`src/rtl/cpu_pkg.sv`:
```
// Shared CPU pipeline types and constants used by the fetch stage and its
// pipeline registers.
package cpu_pkg;

    localparam int unsigned INST_W = 32;

    localparam logic [INST_W-1:0] RESET_PC_DEFAULT = 32'h0000_3000;
    localparam logic [INST_W-1:0] NOP_INST         = 32'h0000_0000;

    typedef enum logic [1:0] {
        BOOT  = 2'd0,
        FETCH = 2'd1,
        HOLD  = 2'd2,
        DRAIN = 2'd3
    } fetch_state_t;

endpackage

```
`src/rtl/if_fetch_stage_if.sv`:
```
// Instruction-memory request/acknowledge channel between the fetch stage
// (master) and instruction memory (slave).
interface if_fetch_stage_if;

    logic                       imem_req;
    logic [cpu_pkg::INST_W-1:0] imem_addr;
    logic                       imem_ack;
    logic [cpu_pkg::INST_W-1:0] imem_rdata;

    modport master (output imem_req, output imem_addr,
                    input  imem_ack, input  imem_rdata);

    modport slave  (input  imem_req, input  imem_addr,
                    output imem_ack, output imem_rdata);

endinterface

```
`src/rtl/if_id_reg.sv`:
```
// Pipeline register with bubble/load/hold controls; bubble wins over load,
// and a bubble keeps the previous pc4 so only the valid bit and word change.
module if_id_reg
    import cpu_pkg::*;
#(
    parameter logic [INST_W-1:0] NOP = NOP_INST
) (
    input  logic              clk,
    input  logic              rst_n,
    input  logic              i_load,
    input  logic              i_bubble,
    input  logic [INST_W-1:0] i_inst,
    input  logic [INST_W-1:0] i_pc4,
    output logic              o_valid,
    output logic [INST_W-1:0] o_inst,
    output logic [INST_W-1:0] o_pc4
);

    always_ff @(posedge clk or negedge rst_n) begin
        if (!rst_n) begin
            o_valid <= 1'b0;
            o_inst  <= NOP;
            o_pc4   <= '0;
        end else if (i_bubble) begin
            o_valid <= 1'b0;
            o_inst  <= NOP;
        end else if (i_load) begin
            o_valid <= 1'b1;
            o_inst  <= i_inst;
            o_pc4   <= i_pc4;
        end
    end

endmodule

```
`src/rtl/if_fetch_stage.sv`:
```
// MIPS instruction-fetch stage: PC, variable-latency imem handshake, IF/ID register.
// Optional build macro FETCH_PERF_CNT_EN adds saturating bubble/flush counters.
module if_fetch_stage #(
    parameter logic [cpu_pkg::INST_W-1:0] RESET_PC = cpu_pkg::RESET_PC_DEFAULT,
    parameter logic [cpu_pkg::INST_W-1:0] NOP_INST = cpu_pkg::NOP_INST
) (
    input  logic                       clk,
    input  logic                       rst,
    input  logic                       PCWrite,
    input  logic                       IFIDWrite,
    input  logic                       flush,
    input  logic                       redirect_valid,
    input  logic [cpu_pkg::INST_W-1:0] redirect_pc,
    if_fetch_stage_if.master           imem,
    output logic                       if_id_valid,
    output logic [cpu_pkg::INST_W-1:0] if_id_inst,
    output logic [cpu_pkg::INST_W-1:0] if_id_pc4,
    output logic                       fetch_busy
`ifdef FETCH_PERF_CNT_EN
    ,
    output logic [31:0]                perf_bubble_cnt,
    output logic [31:0]                perf_flush_cnt
`endif
);

    import cpu_pkg::*;

    localparam logic [INST_W-1:0] ALIGN_MASK = ~INST_W'(3);
    localparam logic [INST_W-1:0] PC_STEP    = INST_W'(4);

    fetch_state_t      r_state;
    fetch_state_t      w_state_nxt;
    logic [INST_W-1:0] r_pc;
    logic [INST_W-1:0] r_hold_inst;
    logic [INST_W-1:0] r_req_addr;
    logic              r_req;
    logic [INST_W-1:0] w_pc_nxt;
    logic [INST_W-1:0] w_target;
    logic [INST_W-1:0] w_ld_inst;
    logic              w_kill;
    logic              w_adv;
    logic              w_ld;
    logic              w_bub;

    assign w_kill   = flush | redirect_valid;
    assign w_adv    = PCWrite & IFIDWrite;
    assign w_target = redirect_valid ? (redirect_pc & ALIGN_MASK) : r_pc;

    always_ff @(posedge clk or negedge rst) begin
        if (!rst) r_state <= BOOT;
        else      r_state <= w_state_nxt;
    end

    // Next state, PC and IF/ID controls; flush/redirect override everything else.
    always_comb begin
        w_state_nxt = r_state;
        w_pc_nxt    = r_pc;
        w_ld        = 1'b0;
        w_bub       = 1'b0;
        w_ld_inst   = r_hold_inst;
        case (r_state)
            BOOT: begin
                w_state_nxt = FETCH;
                w_bub       = IFIDWrite;
            end
            FETCH: begin
                if (imem.imem_ack) begin
                    w_ld_inst = imem.imem_rdata;
                    if (w_adv) begin
                        w_ld     = 1'b1;
                        w_pc_nxt = r_pc + PC_STEP;
                    end else begin
                        w_state_nxt = HOLD;
                    end
                end else begin
                    w_bub = IFIDWrite;
                end
            end
            HOLD: begin
                if (w_adv) begin
                    w_ld        = 1'b1;
                    w_pc_nxt    = r_pc + PC_STEP;
                    w_state_nxt = FETCH;
                end
            end
            DRAIN: begin
                w_bub = IFIDWrite;
                if (imem.imem_ack) w_state_nxt = FETCH;
            end
            default: w_state_nxt = BOOT;
        endcase
        if (w_kill) begin
            w_ld     = 1'b0;
            w_bub    = 1'b1;
            w_pc_nxt = w_target;
            // An unanswered request must still complete at its old address.
            if ((r_state == FETCH || r_state == DRAIN) && !imem.imem_ack)
                w_state_nxt = DRAIN;
            else
                w_state_nxt = FETCH;
        end
    end

    always_ff @(posedge clk or negedge rst) begin
        if (!rst) begin
            r_pc        <= RESET_PC;
            r_hold_inst <= NOP_INST;
            r_req       <= 1'b0;
            r_req_addr  <= RESET_PC;
        end else begin
            r_pc  <= w_pc_nxt;
            r_req <= (w_state_nxt == FETCH) || (w_state_nxt == DRAIN);
            if (r_state == FETCH && imem.imem_ack && !w_adv)
                r_hold_inst <= imem.imem_rdata;
            if (w_state_nxt == FETCH)
                r_req_addr <= w_pc_nxt;
        end
    end

    assign imem.imem_req  = r_req;
    assign imem.imem_addr = r_req_addr;
    assign fetch_busy     = (r_state == FETCH || r_state == DRAIN) && !imem.imem_ack;

    if_id_reg #(
        .NOP      (NOP_INST)
    ) u_if_id_reg (
        .clk      (clk),
        .rst_n    (rst),
        .i_load   (w_ld),
        .i_bubble (w_bub),
        .i_inst   (w_ld_inst),
        .i_pc4    (r_pc + PC_STEP),
        .o_valid  (if_id_valid),
        .o_inst   (if_id_inst),
        .o_pc4    (if_id_pc4)
    );

`ifdef FETCH_PERF_CNT_EN
    logic [31:0] r_bubble_cnt;
    logic [31:0] r_flush_cnt;

    always_ff @(posedge clk or negedge rst) begin
        if (!rst) begin
            r_bubble_cnt <= '0;
            r_flush_cnt  <= '0;
        end else begin
            if (w_bub && !w_kill && r_bubble_cnt != '1) r_bubble_cnt <= r_bubble_cnt + 32'd1;
            if (w_kill && r_flush_cnt != '1)            r_flush_cnt  <= r_flush_cnt + 32'd1;
        end
    end

    assign perf_bubble_cnt = r_bubble_cnt;
    assign perf_flush_cnt  = r_flush_cnt;
`endif

endmodule

```
`src/flat_wrapper.sv`:
```
// flat-port wrapper written by rule: the top's interface ports become plain ports
module if_fetch_stage_flat import cpu_pkg::*;
#(
    parameter logic [cpu_pkg::INST_W-1:0] RESET_PC = cpu_pkg::RESET_PC_DEFAULT,
    parameter logic [cpu_pkg::INST_W-1:0] NOP_INST = cpu_pkg::NOP_INST
)
  (clk, rst, PCWrite, IFIDWrite, flush, redirect_valid, redirect_pc, if_id_valid, if_id_inst, if_id_pc4, fetch_busy, imem_imem_req, imem_imem_addr, imem_imem_ack, imem_imem_rdata);
  if_fetch_stage_if imem_i ();
  input  logic clk;
  input  logic rst;
  input  logic PCWrite;
  input  logic IFIDWrite;
  input  logic flush;
  input  logic redirect_valid;
  input  logic [cpu_pkg::INST_W-1:0] redirect_pc;
  output logic if_id_valid;
  output logic [cpu_pkg::INST_W-1:0] if_id_inst;
  output logic [cpu_pkg::INST_W-1:0] if_id_pc4;
  output logic fetch_busy;
  output wire logic [$bits(imem_i.imem_req)-1:0] imem_imem_req;
  output wire logic [$bits(imem_i.imem_addr)-1:0] imem_imem_addr;
  input wire logic [$bits(imem_i.imem_ack)-1:0] imem_imem_ack;
  input wire logic [$bits(imem_i.imem_rdata)-1:0] imem_imem_rdata;
  assign imem_imem_req = imem_i.imem_req;
  assign imem_imem_addr = imem_i.imem_addr;
  assign imem_i.imem_ack = imem_imem_ack;
  assign imem_i.imem_rdata = imem_imem_rdata;
  if_fetch_stage #(.RESET_PC(RESET_PC), .NOP_INST(NOP_INST)) u_core (.clk(clk), .rst(rst), .PCWrite(PCWrite), .IFIDWrite(IFIDWrite), .flush(flush), .redirect_valid(redirect_valid), .redirect_pc(redirect_pc), .imem(imem_i), .if_id_valid(if_id_valid), .if_id_inst(if_id_inst), .if_id_pc4(if_id_pc4), .fetch_busy(fetch_busy));
endmodule
```
`config.mk`:
```
export PLATFORM = sky130hd
export DESIGN_NAME = if_fetch_stage_flat
export DESIGN_NICKNAME = d
export VERILOG_FILES = /design/src/rtl/cpu_pkg.sv /design/src/rtl/if_fetch_stage_if.sv /design/src/rtl/if_id_reg.sv /design/src/rtl/if_fetch_stage.sv /design/src/flat_wrapper.sv
export SDC_FILE = /design/constraint.sdc
export NUM_CORES = 1
export LEC_CHECK = 0
export CELL_PAD_IN_SITES_DETAIL_PLACEMENT = 0
export CELL_PAD_IN_SITES_GLOBAL_PLACEMENT = 2
export CORE_AREA = 4 4 179 147
export CTS_BUF_LIST = sky130_fd_sc_hd__clkbuf_8
export DETAILED_ROUTE_END_ITERATION = 16
export DIE_AREA = 0 0 183 151
export PLACE_DENSITY = 0.92
export SLEW_MARGIN = 20
export SYNTH_ARGS = -nofsm -noshare
export SYNTH_HDL_FRONTEND = slang
export SYNTH_SLANG_ARGS = --single-unit
```
`constraint.sdc`:
```
create_clock -name clk -period 3.4 [get_ports clk]
set_clock_uncertainty 0.2 [all_clocks]
set_input_delay 0.51 -clock clk [delete_from_list [all_inputs] [get_ports clk]]
set_output_delay 0.51 -clock clk [all_outputs]
set_load 0.005 [all_outputs]
```
Figure 1. Metal 3.
Drawn at 1.5 px/micron.
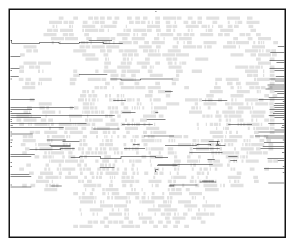
longest straight run	69.2 microns
main direction	horizontal
nets with wire on the layer	103
share of all routed wire	5.8%
wire length on this layer	1370 microns
met3 Use GR: 0.0449
drt total wl: 23800 microns
routed via count: 6510

Figure 2. Routed metal, one color a layer.
Drawn at 1.5 px/micron.
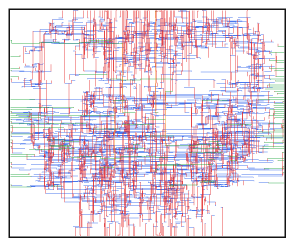
layer	color	wire length
met3	green	1370 microns
met4	orange	195 microns
met1	blue	11600 microns
met2	red	10700 microns
wire per inst: 18.7 microns
gr usage total: 0.172

Figure 3. Congestion heat map.
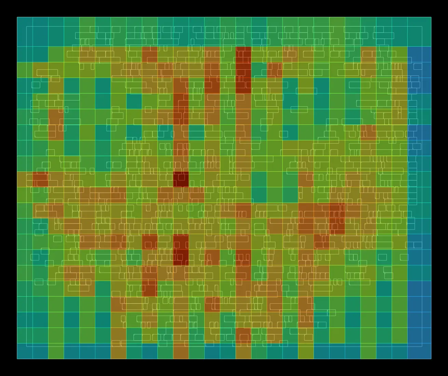
GRT busiest layer: met2
Final Core Density: 0.423
met1 GRT Util: 0.252
met2 usage: 0.261

Figure 4. Wire density map.
Drawn at 2 px/micron. 37 x 30 tiles, from dark purple (low) to yellow (high), scaled to the fullest tile. Values are wire area over tile area, all layers added.
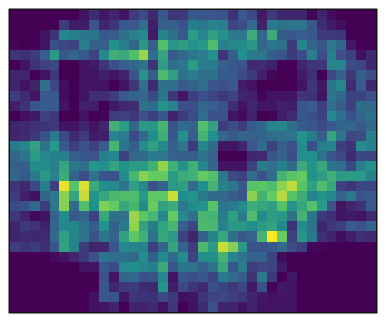
fullest tile	0.49
tiles over half the peak	16%
emptiest ninth of the die	lower right
mean over tiles	0.14

==> out/results.ini <==
[route]
drc=0
drt_iter0_markers=439
via_per_inst=5.10
wl_met3_microns=1370

[floorplanning]
chip_area_sq_mm=0.0276
taps=324
die_width_microns=183
ioPinCount=170
rows=52

[power_and_ir_drop]
switching_share=0.328
pg_comb_mw=1.69
finalPower_mw=5.73
cellPowerDensity_mw_per_mm2=548
seq_power_mw=2.66
p_leak_nw=4.49
p_int_mw=3.85
switchingPower_mw=1.88

[final_layout]
ff_count=164
design_area_sq_mm=0.0105
diodes=0
drive_gt1_frac=0.125
dominant-cell-class=sequential cells
lay_top_count=clkdlybuf4s50_1
seq_area_frac=0.393
comb_area_frac=0.346
comb_area_sq_mm=0.00362

[placement]
dp_hpwl_microns=16500
routabilityCongestion=0.832
io_buffers=167

[clock_network]
cts_resized=0
clock_path_buffers=2
cts-buffers-inserted=17
cts_setup_buffers=0
root_buffer=clkbuf_8
clkTransAtPathRegs_ns=0.10
cts.sinks=164

[critical_path]
cp.required_ns=3.55
crit_start=u_core.r_state[0]
r2r_slack_ns=0.53
cp-start-kind=flip-flop
r2r_end=u_core.imem.imem_addr[3]

[global_route]
gr-total-overflow=0
antenna_found_initial=0
grt_max_degree=74

[yosys]
largest_area_cell=dfrtp_1
synth_top_cell_by_count=dfrtp_1
ys_types=65
adder_share=0.00939
synth-area-yosys_sq_mm=0.00799
ys_warn_count=0
synth-simple-area-share=0.159
async_flop_share=1.00
synthMuxAreaShare=0.108

[min_path]
hold_path_depth=2
hold_path_end=u_core.u_if_id_reg.o_pc4[5]

[sta]
whs_ns=0.285
fmax_ghz=0.349

[outcome]
status=complete, no violations

